File: src/rtl/mem_access_stage_if.sv
// mem_access_stage_if: data-memory req/gnt/rvalid bus between the MEM stage and data memory
//   master (MEM stage): drives dmem_req, dmem_we, dmem_addr, dmem_wdata, dmem_wstrb; samples dmem_gnt, dmem_rvalid, dmem_rdata
//   slave  (memory)   : the mirror image
interface mem_access_stage_if #(parameter int DATA_WIDTH = 32);
  logic                    dmem_req;
  logic                    dmem_we;
  logic [DATA_WIDTH-1:0]   dmem_addr;
  logic [DATA_WIDTH-1:0]   dmem_wdata;
  logic [DATA_WIDTH/8-1:0] dmem_wstrb;
  logic                    dmem_gnt;
  logic                    dmem_rvalid;
  logic [DATA_WIDTH-1:0]   dmem_rdata;
  modport master (output dmem_req, dmem_we, dmem_addr, dmem_wdata, dmem_wstrb,
                  input  dmem_gnt, dmem_rvalid, dmem_rdata);
  modport slave  (input  dmem_req, dmem_we, dmem_addr, dmem_wdata, dmem_wstrb,
                  output dmem_gnt, dmem_rvalid, dmem_rdata);
endinterface

File: src/rtl/mem_access_stage.sv
// mem_access_stage: RV32I MEM stage -- data-memory handshake, load align/extend, MEM/WB register
//   clk, rst_n (async, active-low)
//   MEM_*  : EX/MEM bundle (held stable by mem_stall)
//   bus    : data-memory master port (req/gnt/rvalid)
//   mem_stall : freezes upstream pipeline while an access is outstanding
//   WB_*   : registered MEM/WB outputs
module mem_access_stage #(
  parameter int DATA_WIDTH = 32,
  parameter int ADDR_WIDTH = 5
) (
  input  logic                  clk,
  input  logic                  rst_n,
  input  logic                  MEM_Mem_r,
  input  logic                  MEM_Mem_w,
  input  logic                  MEM_Reg_w,
  input  logic [1:0]            MEM_WB_sel,
  input  logic [DATA_WIDTH-1:0] MEM_Imm,
  input  logic [DATA_WIDTH-1:0] MEM_PC_Plus_4,
  input  logic [DATA_WIDTH-1:0] MEM_ALU_Result,
  input  logic [DATA_WIDTH-1:0] MEM_Mem_W_Data,
  input  logic [ADDR_WIDTH-1:0] MEM_Rd_Addr,
  input  logic [3:0]            MEM_Mem_W_Strb,
  input  logic [2:0]            MEM_Funct3,
  mem_access_stage_if.master    bus,
  output logic                  mem_stall,
  output logic                  WB_Reg_w,
  output logic [ADDR_WIDTH-1:0] WB_Rd_Addr,
  output logic [DATA_WIDTH-1:0] WB_Data,
  output logic                  WB_Misaligned
);
  typedef enum logic {IDLE, WAIT_R} state_t;
  state_t state;
  logic [1:0]            a;
  logic                  wr;
  logic [DATA_WIDTH-1:0] sh;
  logic [15:0]           half;
  logic [DATA_WIDTH-1:0] load_data;
  logic [DATA_WIDTH-1:0] wb_next;
  logic                  misaligned;
  assign a  = MEM_ALU_Result[1:0];
  // a load takes priority when both access flags are set
  assign wr = MEM_Mem_w & ~MEM_Mem_r;
  always_comb begin
    bus.dmem_req   = (state == IDLE) & (MEM_Mem_r | MEM_Mem_w);
    bus.dmem_we    = (state == IDLE) & wr;
    bus.dmem_addr  = {MEM_ALU_Result[DATA_WIDTH-1:2], 2'b00};
    bus.dmem_wdata = MEM_Mem_W_Data;
    bus.dmem_wstrb = bus.dmem_we ? MEM_Mem_W_Strb : 4'b0000;
    // rvalid only matters in WAIT_R; a store retires on the gnt cycle
    mem_stall = (state == WAIT_R) ? ~bus.dmem_rvalid : (MEM_Mem_r | (wr & ~bus.dmem_gnt));
  end
  always_comb begin
    sh   = bus.dmem_rdata >> {a, 3'b000};
    half = a[1] ? bus.dmem_rdata[31:16] : bus.dmem_rdata[15:0];
    load_data = (MEM_Funct3[1:0] == 2'b00) ? {{24{sh[7] & ~MEM_Funct3[2]}}, sh[7:0]} :
                (MEM_Funct3[1:0] == 2'b01) ? {{16{half[15] & ~MEM_Funct3[2]}}, half} :
                bus.dmem_rdata;
    wb_next = (MEM_WB_sel == 2'b00) ? MEM_ALU_Result :
              (MEM_WB_sel == 2'b01) ? load_data :
              (MEM_WB_sel == 2'b10) ? MEM_PC_Plus_4 : MEM_Imm;
    misaligned = (MEM_Mem_r | MEM_Mem_w) &
                 ((MEM_Funct3[1:0] == 2'b01) ? a[0] :
                  (MEM_Funct3[1:0] == 2'b00) ? 1'b0 : (a != 2'b00));
  end
  always_ff @(posedge clk or negedge rst_n) begin
    if (!rst_n) begin
      state         <= IDLE;
      WB_Reg_w      <= 1'b0;
      WB_Rd_Addr    <= '0;
      WB_Data       <= '0;
      WB_Misaligned <= 1'b0;
    end else begin
      state <= (state == IDLE) ? ((MEM_Mem_r & bus.dmem_gnt) ? WAIT_R : IDLE) :
               (bus.dmem_rvalid ? IDLE : WAIT_R);
      // a stalled instruction leaves a bubble so it is written back exactly once
      if (mem_stall) begin
        WB_Reg_w      <= 1'b0;
        WB_Misaligned <= 1'b0;
      end else begin
        WB_Reg_w      <= MEM_Reg_w;
        WB_Rd_Addr    <= MEM_Rd_Addr;
        WB_Data       <= wb_next;
        WB_Misaligned <= misaligned;
      end
    end
  end
endmodule

File: src/flat_wrapper.sv
// flat-port wrapper written by rule: the top's interface ports become plain ports
module mem_access_stage_flat 
#(
  parameter int DATA_WIDTH = 32,
  parameter int ADDR_WIDTH = 5
)
  (clk, rst_n, MEM_Mem_r, MEM_Mem_w, MEM_Reg_w, MEM_WB_sel, MEM_Imm, MEM_PC_Plus_4, MEM_ALU_Result, MEM_Mem_W_Data, MEM_Rd_Addr, MEM_Mem_W_Strb, MEM_Funct3, mem_stall, WB_Reg_w, WB_Rd_Addr, WB_Data, WB_Misaligned, bus_dmem_req, bus_dmem_we, bus_dmem_addr, bus_dmem_wdata, bus_dmem_wstrb, bus_dmem_gnt, bus_dmem_rvalid, bus_dmem_rdata);
  mem_access_stage_if #(.DATA_WIDTH(DATA_WIDTH)) bus_i ();
  input  logic clk;
  input  logic rst_n;
  input  logic MEM_Mem_r;
  input  logic MEM_Mem_w;
  input  logic MEM_Reg_w;
  input  logic [1:0] MEM_WB_sel;
  input  logic [DATA_WIDTH-1:0] MEM_Imm;
  input  logic [DATA_WIDTH-1:0] MEM_PC_Plus_4;
  input  logic [DATA_WIDTH-1:0] MEM_ALU_Result;
  input  logic [DATA_WIDTH-1:0] MEM_Mem_W_Data;
  input  logic [ADDR_WIDTH-1:0] MEM_Rd_Addr;
  input  logic [3:0] MEM_Mem_W_Strb;
  input  logic [2:0] MEM_Funct3;
  output logic mem_stall;
  output logic WB_Reg_w;
  output logic [ADDR_WIDTH-1:0] WB_Rd_Addr;
  output logic [DATA_WIDTH-1:0] WB_Data;
  output logic WB_Misaligned;
  output wire logic [$bits(bus_i.dmem_req)-1:0] bus_dmem_req;
  output wire logic [$bits(bus_i.dmem_we)-1:0] bus_dmem_we;
  output wire logic [$bits(bus_i.dmem_addr)-1:0] bus_dmem_addr;
  output wire logic [$bits(bus_i.dmem_wdata)-1:0] bus_dmem_wdata;
  output wire logic [$bits(bus_i.dmem_wstrb)-1:0] bus_dmem_wstrb;
  input wire logic [$bits(bus_i.dmem_gnt)-1:0] bus_dmem_gnt;
  input wire logic [$bits(bus_i.dmem_rvalid)-1:0] bus_dmem_rvalid;
  input wire logic [$bits(bus_i.dmem_rdata)-1:0] bus_dmem_rdata;
  assign bus_dmem_req = bus_i.dmem_req;
  assign bus_dmem_we = bus_i.dmem_we;
  assign bus_dmem_addr = bus_i.dmem_addr;
  assign bus_dmem_wdata = bus_i.dmem_wdata;
  assign bus_dmem_wstrb = bus_i.dmem_wstrb;
  assign bus_i.dmem_gnt = bus_dmem_gnt;
  assign bus_i.dmem_rvalid = bus_dmem_rvalid;
  assign bus_i.dmem_rdata = bus_dmem_rdata;
  mem_access_stage #(.DATA_WIDTH(DATA_WIDTH), .ADDR_WIDTH(ADDR_WIDTH)) u_core (.clk(clk), .rst_n(rst_n), .MEM_Mem_r(MEM_Mem_r), .MEM_Mem_w(MEM_Mem_w), .MEM_Reg_w(MEM_Reg_w), .MEM_WB_sel(MEM_WB_sel), .MEM_Imm(MEM_Imm), .MEM_PC_Plus_4(MEM_PC_Plus_4), .MEM_ALU_Result(MEM_ALU_Result), .MEM_Mem_W_Data(MEM_Mem_W_Data), .MEM_Rd_Addr(MEM_Rd_Addr), .MEM_Mem_W_Strb(MEM_Mem_W_Strb), .MEM_Funct3(MEM_Funct3), .bus(bus_i), .mem_stall(mem_stall), .WB_Reg_w(WB_Reg_w), .WB_Rd_Addr(WB_Rd_Addr), .WB_Data(WB_Data), .WB_Misaligned(WB_Misaligned));
endmodule
File: config.mk
export PLATFORM = sky130hd
export DESIGN_NAME = mem_access_stage_flat
export DESIGN_NICKNAME = d
export VERILOG_FILES = /design/src/rtl/mem_access_stage_if.sv /design/src/rtl/mem_access_stage.sv /design/src/flat_wrapper.sv
export SDC_FILE = /design/constraint.sdc
export NUM_CORES = 1
export LEC_CHECK = 0
export ABC_CLOCK_PERIOD_IN_PS = 2950
export CAP_MARGIN = 20
export CORE_AREA = 2 2 113 115
export CTS_BUF_LIST = sky130_fd_sc_hd__clkbuf_16
export CTS_CLUSTER_SIZE = 40
export DETAILED_ROUTE_END_ITERATION = 7
export DIE_AREA = 0 0 115 117
export PLACE_DENSITY_LB_ADDON = 0.12
export SLEW_MARGIN = 10
export SYNTH_ARGS = -nofsm -noshare
export SYNTH_HDL_FRONTEND = slang
export SYNTH_SLANG_ARGS = --single-unit
export TNS_END_PERCENT = 5
File: constraint.sdc
create_clock -name clk -period 2.95 [get_ports clk]
set_clock_uncertainty 0.15 [all_clocks]
set_input_delay 0.4425 -clock clk [delete_from_list [all_inputs] [get_ports clk]]
set_output_delay 0.4425 -clock clk [all_outputs]
set_load 0.02 [all_outputs]
Run 1, metal 1:
Bar = 20 um. Cells faint in the background.
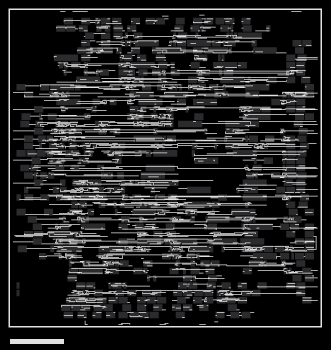
main direction	horizontal
share of all routed wire	42%
wire length on this layer	5,900 um
nets with wire on the layer	632
longest straight run	52.9 um
vias: 3,766
GRT met1 Usage: 25.07%

Run 1, met2 routing:
Cells faint in the background.
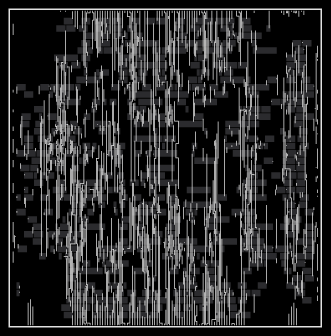
share of all routed wire	49%
main direction	vertical
nets with wire on the layer	645
wire length on this layer	6,880 um
longest straight run	72.9 um

==> results.ini, run 1 <==
[setup_path]
required_ps=2360
critPathCaptureType=output port
worstSetupStartpointType=input pin
path_max_fanout=8
rrSetupSlack_ps=590
critPathKind=in -> out
crit_arrival_ps=2180

[final_timing]
slew_headroom_pct=34.88
clock.fmax_mhz=361.3
fin_crit_sh_pct=93.83
drv_slew=0
rsz0062_at_grt=no
timing.setup.tns_ps=0
min_period_ps=2768
finalHoldViolCount=0
worst_slew_pin_slew_ps=973.6

[final_layout]
seqCellArea_um2=1001
nFillCells=1226
logic_area_um2=1947
final_util_pct=46.01
syn_to_final_growth_pct=57.30
final_layout_size_suffix_gt1_share_pct=9.573
antennaDiodeCount=0

[global_routing]
grt_pass1_wl_mm=20.93
grt_usage_pct=20.00
grt_pass1_vias=3910
grt_max_degree=64
grt-ovfl-total=0
antenna_found_initial=0
use_met2_pct=35.18

[yosys]
top_cell_area_share_pct=27.80
mappedNetlistArea_um2=3601
netlist_instances=438
top_area_cell=dfrtp_1
yosysCellCount=438
numSynthFlops=40
syn_area_per_cell_um2=8.221
ys_seq_share_pct=27.80
netlist_top_cells_area=dfrtp_1 (28%), buf_4 (14%), mux2i_1 (9.5%)
yosysUniqueCellTypes=42
synth_warnings=0

[place]
dp_hpwl_mm=11.12
portBuffers=224
gp_congestion=0.8156

[job]
drv_cap=0
warning_count=26

[clocking]
cts_resized=0
clk_pin_slew_worst_paths_ps=60
insertion_delay_ps=280
postCtsSetupBuffers=0
h-tree-depth=2
ctsHoldBuffers=0
cts_tree=built
clock_path_buffers=2
clockRootBuffer=clkbuf_16
cts_buffers=5

[floorplan]
die_y_um=117
die-area_um2=13460
core_um2=12310
die_w_um=115
row_count=41
fp_util_pct=29.25

[power]
power_density_nw_per_um2=453.7
peakVddDrop_v=0.0001774

[routing]
dr_wl_met3_um=928
wl_met2_mm=6.880
highest_layer=met4
viasPerCell=5.124
drtIter0Drc=162
antenna_left=0
drc=0
met1_length_mm=5.903

[status]
status=complete, no violations

[hold_path]
hold_path_class=in -> async

Run 1, met3 routing:
Bar = 20 um. Cells faint in the background.
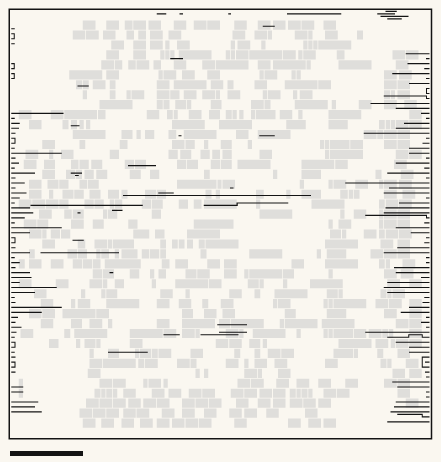
share of all routed wire	6.6%
wire length on this layer	929 um
nets with wire on the layer	147
longest straight run	51.1 um
GR Util met3: 3.399%
WL final: 14.01 mm

run 1: sequential cells by signal, indices dropped and copies added (netlist names):
register and count:
u_core.WB_Data 32, u_core.WB_Misaligned 1, u_core.WB_Rd_Addr 5, u_core.WB_Reg_w 1
u_core.state 1
run 1: power breakdown:
part	internal, mW	total (mW)	switching, mW
clock	0.480	0.704	0.224
sequential	0.665	0.730	0.0651
combinational	0.580	1.14	0.555
total	1.73	2.57	0.844
run 1: synthesized netlist by cell type, drive strengths merged:
master / count
a211oi: 1
a21oi: 8
a221oi: 24
a222oi: 8
a22o: 1
a22oi: 1
a2bb2oi: 8
a31o: 7
a31oi: 9
and2: 2
and3: 4
buf: 80
clkbuf: 19
conb: 1
dfrtp: 40
inv: 3
mux2i: 34
nand2: 73
nand2b: 4
nand3b: 8
nor2: 32
nor2b: 2
nor3: 2
nor3b: 1
nor4: 1
o21ai: 39
o21bai: 7
o311ai: 1
o41ai: 1
or2: 3
or3b: 7
or4: 7
run 1: cell families (layout without fill, tap and decap cells):
logic type | count (synthesis) | after routing | share of synthesized area (%)
AOI/OAI and AO/OA | 115 | 115 | 24.81
buffers and inverters | 102 | 248 | 18.28
other | 1 | 2 | 0.1041
and+or+nand+nor | 146 | 146 | 19.56
DFF | 40 | 40 | 27.80
muxes | 34 | 34 | 9.451
run 1: worst paths after layout:
path | from | to | cells past startpoint
hold reg to reg | u_core.WB_Rd_Addr[3] | u_core.WB_Rd_Addr[3] | 2
hold / removal | rst_n | u_core.WB_Rd_Addr[1] | 1
min in group clk | u_core.WB_Rd_Addr[3] | u_core.WB_Rd_Addr[3] | 2
max in group asynchronous | rst_n | u_core.WB_Data[9] | 1
setup reg to reg | u_core.state | u_core.WB_Data[20] | 5
setup / recovery | MEM_Mem_w | mem_stall | 5
run 1: cells in the final DEF (no fill, tap or decap), types with 2 or more instances in the layout:
cell type	Yosys	routed
or3b_2	7	7
bufinv_16	0	2
inv_1	2	2
a222oi_1	8	8
and3_1	4	4
a31o_2	7	7
and2_1	2	2
nand2b_1	4	4
clkbuf_16	0	5
a2bb2oi_1	8	8
conb_1	1	2
o21bai_1	7	7
a21oi_1	8	8
buf_4	66	14
nand3b_1	8	8
a221oi_1	14	14
o21ai_0	32	32
clkdlybuf4s50_1	0	221
buf_2	8	3
dfrtp_1	40	40
mux2i_1	34	34
o21ai_1	7	7
a31oi_1	9	9
or4_1	7	7
nand2_1	73	73
nor2_1	32	32
a221oi_2	10	10
nor2b_1	2	2
run 1: through the flow:
stage                     cells  power (mW)  worst slack [ps]  cell area, um^2
after detailed placement    728       1.885             118.1             5479
after global placement      728       1.870             228.2             5479
after CTS                   735       2.599             194.0             5664
after global routing        735       2.705             103.5             5664
final                       735       2.570             182.0             5664
after floorplan             439       1.352             936.7             3605
run 1: worst max-delay path, cell delays in order:
cell	delay, ps
clkdlybuf4s50_1	570
nand2b_1	80
a22o_2	250
inv_2	180
clkdlybuf4s50_1	640
run 1: cell type report:
type                    count  share of cell area [%]
repair buffers            238                   41.18
multi-input cells         297                   34.37
flip-flops and latches     40                   17.67
well taps                 150                   3.313
clock buffers               5                   2.209
clock inverters             2                   1.060
inverters                   3                  0.1988
==> run 2: changes to the inputs <==
--- a/config.mk
+++ b/config.mk
@@ -13,4 +13,5 @@
 export DETAILED_ROUTE_END_ITERATION = 7
 export DIE_AREA = 0 0 115 117
+export GPL_ROUTABILITY_DRIVEN = 0
 export PLACE_DENSITY_LB_ADDON = 0.12
 export SLEW_MARGIN = 10
==> constraint.sdc (replaced) <==
create_clock -name clk -period 2.95 [get_ports clk]
set_clock_uncertainty 0.15 [all_clocks]
set_input_delay 0.885 -clock clk [delete_from_list [all_inputs] [get_ports clk]]
set_output_delay 0.885 -clock clk [all_outputs]
set_load 0.02 [all_outputs]
Run 2, sequential cells grouped by signal name:
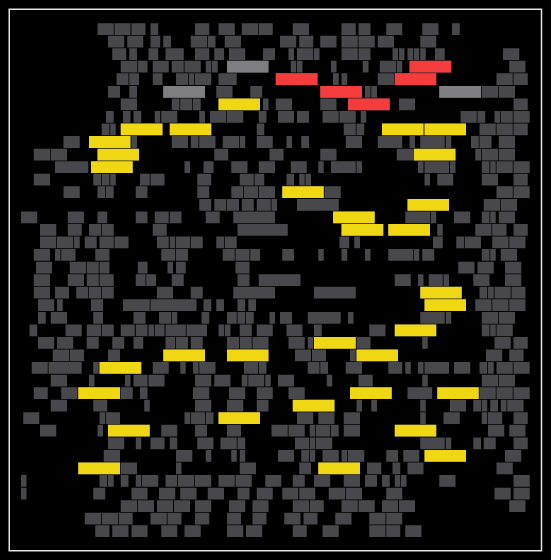
signal	color	placed flops
`u_core.WB_Rd_Addr`	red	5
`u_core.WB_Data`	yellow	32
not colored	3
final core utilization: 47.53%
Seq/total area: 17.10%

Run 2, metal 1:
Bar = 20 um. Cells faint in the background.
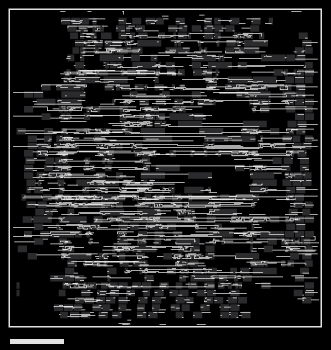
nets with wire on the layer	661
share of all routed wire	42%
main direction	horizontal
GRT met1 Usage: 24.69%
vias: 3,851
WL final: 13.73 mm

Run 2, cell placement:
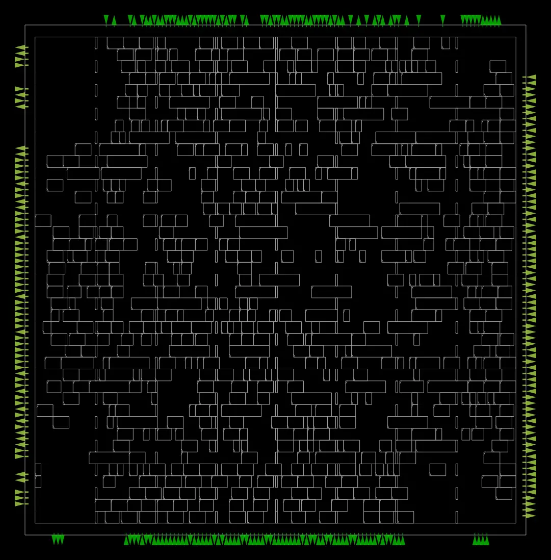
core area: 12,310 um^2
Finished Layout Cells: 766
# rows: 41
Tapcell Cnt: 150
Fillers: 1,242

==> results.ini, run 2 <==
[global_routing]
grt_usage_pct=19.44  ; -0.56 points
grtUsageMet3_pct=3.090  ; -0.31 points
grt_pass1_wl_mm=20.46  ; -2.3%
grt-ovfl-total=0  ; unchanged
grt_max_degree=64  ; unchanged
use_met2_pct=34.94  ; -0.24 points
grt_pass1_vias=3831  ; -2.0%

[power]
clock_power_share_pct=25.0  ; -2.4 points
finalPower_mw=2.500  ; -2.7%
power_frac_comb_pct=45.8  ; +1.6 points
seqPwrFrac_pct=29.2  ; +0.8 points
swShare_pct=33.89  ; +1.0 points

[final_layout]
layout_top_cell=clkdlybuf4s50_1
finalInstanceArea_um2=5852  ; +3.3%
final_layout_size_suffix_gt1_share_pct=15.42  ; +5.8 points
top_register=u_core.WB_Data
syn_to_final_growth_pct=62.51
lay_top_cells=clkdlybuf4s50_1 (183), nand2_1 (73), buf_4 (42)

[final_timing]
fin_crit_sh_pct=99.06  ; +5.2 points
finalHoldViolCount=0  ; unchanged
slew_headroom_pct=35.26  ; +0.38 points
worst_slew_pin_slew_ps=971.0  ; -2.565 ps
clock.fmax_mhz=342.2  ; -5.3%
timing.setup.tns_ps=0  ; unchanged
drv_slew=0  ; unchanged

[job]
drv_cap=0  ; unchanged
warning_count=26  ; unchanged

[setup_path]
crit_slowest_cell=clkdlybuf4s50_1
required_ps=1920  ; -440 ps
rrSetupSlack_ps=980  ; +390 ps
r2r_cells=5  ; unchanged
critical_path.cell_chain=clkdlybuf4s50_1, buf_4, and2_1, clkdlybuf4s15_2
max_stage_delay_ps=490  ; -150 ps
crit_arrival_ps=1890  ; -290 ps
critPathCaptureType=output port
worstSetupStartpointType=input pin

[clocking]
clockRootBuffer=clkbuf_16
cts_buffers=5  ; unchanged
cts_tree=built
insertion_delay_ps=270  ; about the same

[yosys]
async_flop_share_pct=100.0  ; unchanged
netlist_instances=438  ; unchanged
top_cell=nand2_1
top_cell_area_share_pct=27.80  ; unchanged
ys_seq_share_pct=27.80  ; unchanged
ff_type=dfrtp_1
synth.top_cells.by_count=nand2_1 (73), buf_4 (66), dfrtp_1 (40)
mappedNetlistArea_um2=3601  ; unchanged
top_area_cell=dfrtp_1
numSynthFlops=40  ; unchanged
edf_count=0  ; unchanged

[floorplan]
fp_util_pct=29.25  ; unchanged
die-area_um2=13460  ; unchanged
die_y_um=117  ; unchanged
die_w_um=115  ; unchanged

[routing]
drc=0  ; unchanged
drtIter0Drc=191  ; +18%

[status]
status=complete, no violations

[place]
dp_hpwl_mm=10.83  ; -2.5%
dpl.cell_count=758  ; +4.1%

[hold_path]
hold_end=u_core.WB_Rd_Addr[0]

==> run 2: cell counts after synthesis <==
No cell type changed its count.
==> run 2: what timing repair did <==
item	in CTS	in global routing
setup buffers	0	0
endpoints found under the setup margin	37	5
resized	56	5
hold buffers	0	0
==> run 2: worst max-delay path by stage <==
stage / from / end / slack [ps] / cells past startpoint
3_3_place_gp: MEM_Mem_r / mem_stall / -450 / 5
2_1_floorplan: bus_dmem_gnt / mem_stall / 50 / 5
3_5_place_dp: MEM_Mem_r / bus_dmem_wstrb[2] / -510 / 4
6_report: MEM_Mem_w / bus_dmem_we / 30 / 4
5_1_grt: MEM_Mem_w / bus_dmem_we / 4 / 4
4_1_cts: MEM_Mem_w / bus_dmem_wstrb[2] / 0.8 / 4
==> run 2: kinds of logic after synthesis <==
logic type      Yosys count  share of synthesized area (%)
mux                      34                          9.451
buf+inv                 102                          18.28
flops                    40                          27.80
other cells               1                         0.1041
compound gates          115                          24.81
simple gates            146                          19.56
==> run 2: routing by layer <==
layer / part of all wire, % / wire length, um
met4: 1.4 / 192
met3: 6.5 / 889
met2: 50 / 6830
met5: 0 / 0
met1: 42 / 5822
==> run 2: final cells by class <==
type                            instances  area [um^2]  area share (%)
Tap cell                              150        187.7           3.207
Clock buffer                            5        125.1           2.138
Multi-Input combinational cell        297         1954           33.40
Sequential cell                        40         1001           17.10
Timing Repair Buffer                  268         2530           43.23
Clock inverter                          3        42.54          0.7270
Inverter                                3        11.26          0.1924
==> run 2: power by group through the flow <==
stage                     clock (mW)  combinational (mW)  sequential (mW)
after floorplan                    0               0.474            0.878
after global placement             0                1.17            0.735
after detailed placement           0                1.17            0.740
after CTS                      0.642                1.16            0.732
after global routing           0.666                1.23            0.747
final                          0.624                1.15            0.731
==> run 2: critical path: cells and delay by family <==
kind / cells / cell delay [ps]
buffers and inverters: 3 / 880
and+or+nand+nor: 1 / 120
==> run 2: through the flow <==
| stage | worst slack (ps) | util [%] |
|---|---|---|
| after global placement | -446.3 | 46.64 |
| after global routing | 3.922 | 47.53 |
| final | 27.86 | 47.53 |
| after floorplan | 51.75 | - |
| after CTS | 0.8109 | 47.71 |
| after detailed placement | -508.7 | 46.64 |
Power is estimated from default activity; no workload was simulated.
